### Met1 routing, run 1

Bar = 50 um.
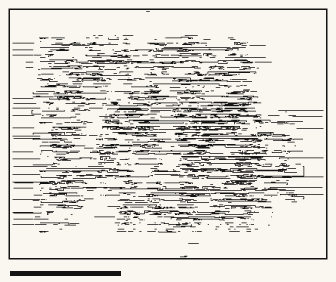
### M2 wires, run 1

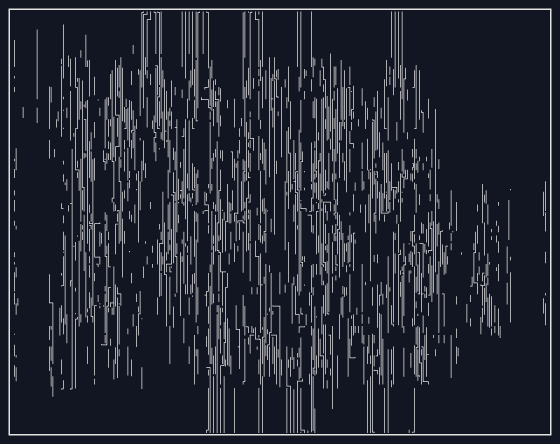
### Signal wires on met3, run 1

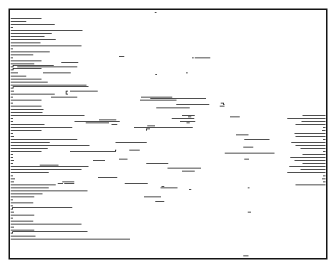
Design ram4k_dma, sky130hd; sources not shown.
==> out/qor.txt, run 1 <==
Status = complete, no violations
Die ar. = 0.0159 mm^2
PostCTS Resize Cnt = 3
Fin crit period = 5.83 ns
Post-DR wirelength/cell = 17.4 um
Logic area = 0.00305 mm^2
Top non-seq family = simple AND/OR/NAND/NOR gates
Rows = 33
DRT iter0 DRCs = 314
Die x size = 142 um
Tap cell count = 140
Power Dens Cells = 251 mW/mm^2
Init Core Util = 51.2%
Worst-path clk slew = 0.09 ns
Vias in the first global route = 4889
Ys flop type = edfxtp_1
Area Overhead vs Synth = 31.1%
Largest net degree at the start of global routing = 49
Critical-path maximum fanout = 5
Post-synth ARST share = 0%
Fmax = 0.171 GHz
Avg Cell Area, Syn = 9.07 um^2
Ys flops = 86
Top-level I/O count = 149
Register area = 0.00226 mm^2
-- 'Met1 routing' (at the start) --
main direction	horizontal
nets with wire on the layer	802
wire length on this layer	6500 um
routed vias: 4825
GR Layer Usage met1: 22.7%
Routed WL: 15400 um

-- 'M2 wires' (at the start) --
longest straight run	63.1 um
main direction	vertical
wire length on this layer	6870 um
share of all routed wire	45%
nets with wire on the layer	740
met2 global-route usage: 29.1%

-- 'Signal wires on met3' (at the start) --
nets with wire on the layer	137
main direction	horizontal
share of all routed wire	11%
GR Util met3: 8.96%

run 1: cells in the mapped netlist (11+ instances only):
library cell and number:
nand2_1 114, edfxtp_1 54, ha_1 41, o21ai_0 37, inv_1 34, nor2_1 34, a21oi_1 32, dfxtp_1 32
xnor2_1 24, clkbuf_1 21, mux2i_1 19, a21boi_0 18, nor2b_1 17, buf_4 16, xor2_1 11
run 1: cell usage in the layout (no fill, tap or decap), types with 17 or more instances in the layout:
cell             count
nor2b_1             17
nor2_1              34
inv_1               35
nand2_1            114
xnor2_1             23
a21boi_0            17
clkdlybuf4s50_1    143
mux2i_1             19
ha_1                38
edfxtp_1            54
dfxtp_1             32
a21oi_1             31
o21ai_0             33
==> inputs of run 2 (changes only) <==
- CTS_CLUSTER_DIAMETER: 40 -> 100
### M2 wires, run 2

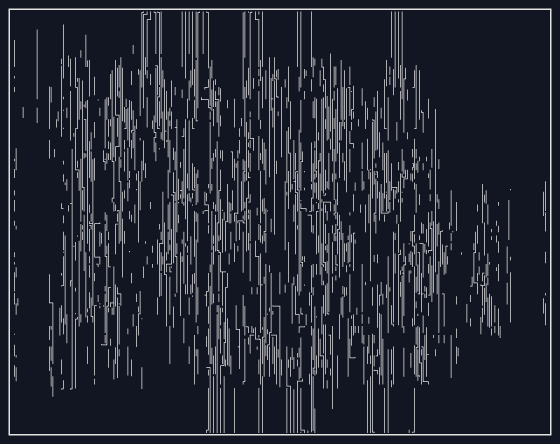
longest straight run	63.1 um
nets with wire on the layer	740
main direction	vertical
share of all routed wire	45%
wire length on this layer	6870 um

==> run 2 against run 1 <==
Compared with the run above:
- global-route usage unchanged
- area after synthesis stayed put
- sequential share of layout area unchanged
- via count stayed put
- first-iteration DRC count did not move
- sequential cell count unchanged
- worst setup slack stayed put
- sequential power barely moved
- critical path depth did not move
- register-to-register slack barely moved
- hold slack did not move
- largest cell class unchanged
==> out/qor.txt, run 2 <==
DR pass1 iterations = 5 (unchanged)
Ys flops = 86 (unchanged)
CLK BUF = 11 (unchanged)
Top non-seq family = simple AND/OR/NAND/NOR gates (unchanged)
Rel. slew slack = 28.3% (unchanged)
Largest net degree at the start of global routing = 49 (unchanged)
Sequential Power Share = 38.1% (about the same)
Fmax = 0.171 GHz (unchanged)
Routed length on met2 = 6870 um (unchanged)
Area Overhead vs Synth = 31.1% (unchanged)
Top-level I/O count = 149 (unchanged)
Status = complete, no violations (unchanged)
Post-synth ARST share = 0% (unchanged)
Multi-input gates = 457 (unchanged)
Critical-path maximum fanout = 5 (unchanged)
Post-synth top cells = nand2_1, edfxtp_1, ha_1 (unchanged)
Routed vias = 4825 (unchanged)
Worst hold slack = 0.474 ns (unchanged)
Final Cycle Share = 97.2% (unchanged)
Inverter count = 34 (unchanged)
Dominant logic cell type in the layout = clkdlybuf4s50_1 (unchanged)
Fin crit period = 5.83 ns (unchanged)
Power Dens Cells = 251 mW/mm^2 (unchanged)
Most numerous logic cells after layout = clkdlybuf4s50_1, nand2_1, edfxtp_1 (unchanged)
Post-DR wirelength/cell = 17.4 um (unchanged)
Area-dominant class = combinational gates (unchanged)
Ys flop type = edfxtp_1 (unchanged)
Avg Cell Area, Syn = 9.07 um^2 (unchanged)
Logic area = 0.00305 mm^2 (unchanged)
Slew @ Worst Pin = 1.08 ns (unchanged)
Die ar. = 0.0159 mm^2 (unchanged)
Worst-path clk slew = 0.09 ns (about the same)
Register area = 0.00226 mm^2 (unchanged)
Routed WL = 15400 um (unchanged)
Fin Setup TNS = 0 ns (unchanged)
Die x size = 142 um (unchanged)
Tap cell count = 140 (unchanged)
Yosys stat area = 0.00560 mm^2 (unchanged)
Synth Area in Adders = 9.88% (unchanged)
Vias in the first global route = 4889 (unchanged)
DRT iter0 DRCs = 314 (unchanged)
Count leader, synth = nand2_1 (unchanged)
### The metal 4 layer, run 2

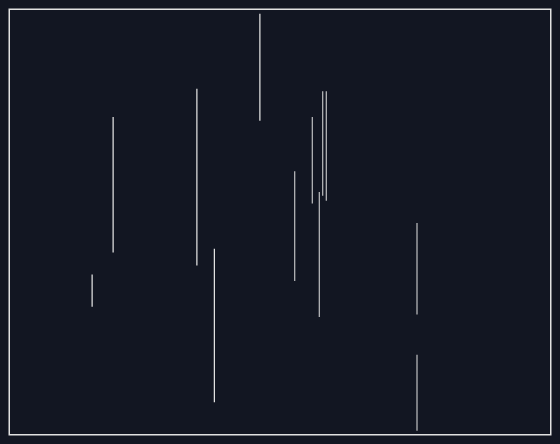
nets with wire on the layer	11
longest straight run	46.2 um
main direction	vertical
wire length on this layer	341 um
share of all routed wire	2.2%

-- run 2: cell counts after synthesis --
Identical to the previous run, type by type.
-- run 2: what timing repair did --
action / 4_1_cts / 5_1_grt
buffers inserted: 0 / 1
setup endpoints to repair: 2 / 3
gates cloned: 0 / 0
pin swaps: 0 / 4
endpoints found under the hold margin: 0 / 0
hold buffers: 0 / 0
resized: 3 / 14
-- run 2: kinds of logic (layout without fill, tap and decap cells) --
logic type,after synthesis,in the layout
AND/OR/NAND/NOR,233,233
AND-OR/OR-AND,126,126
flip-flops,86,86
buffers and inverters,74,204
adder cells (fa/ha/maj),43,43
XOR/XNOR,36,36
multiplexers,19,19
-- run 2: routing by layer --
layer / up-vias / global-route usage [%]
met5: - / 0
met4: 0 / 5.98
met3: 26 / 8.96
met2: 201 / 29.1
met1: 2201 / 22.7
li1: 2397 / -
No activity file was given, so power comes from the tool's default toggle rates.
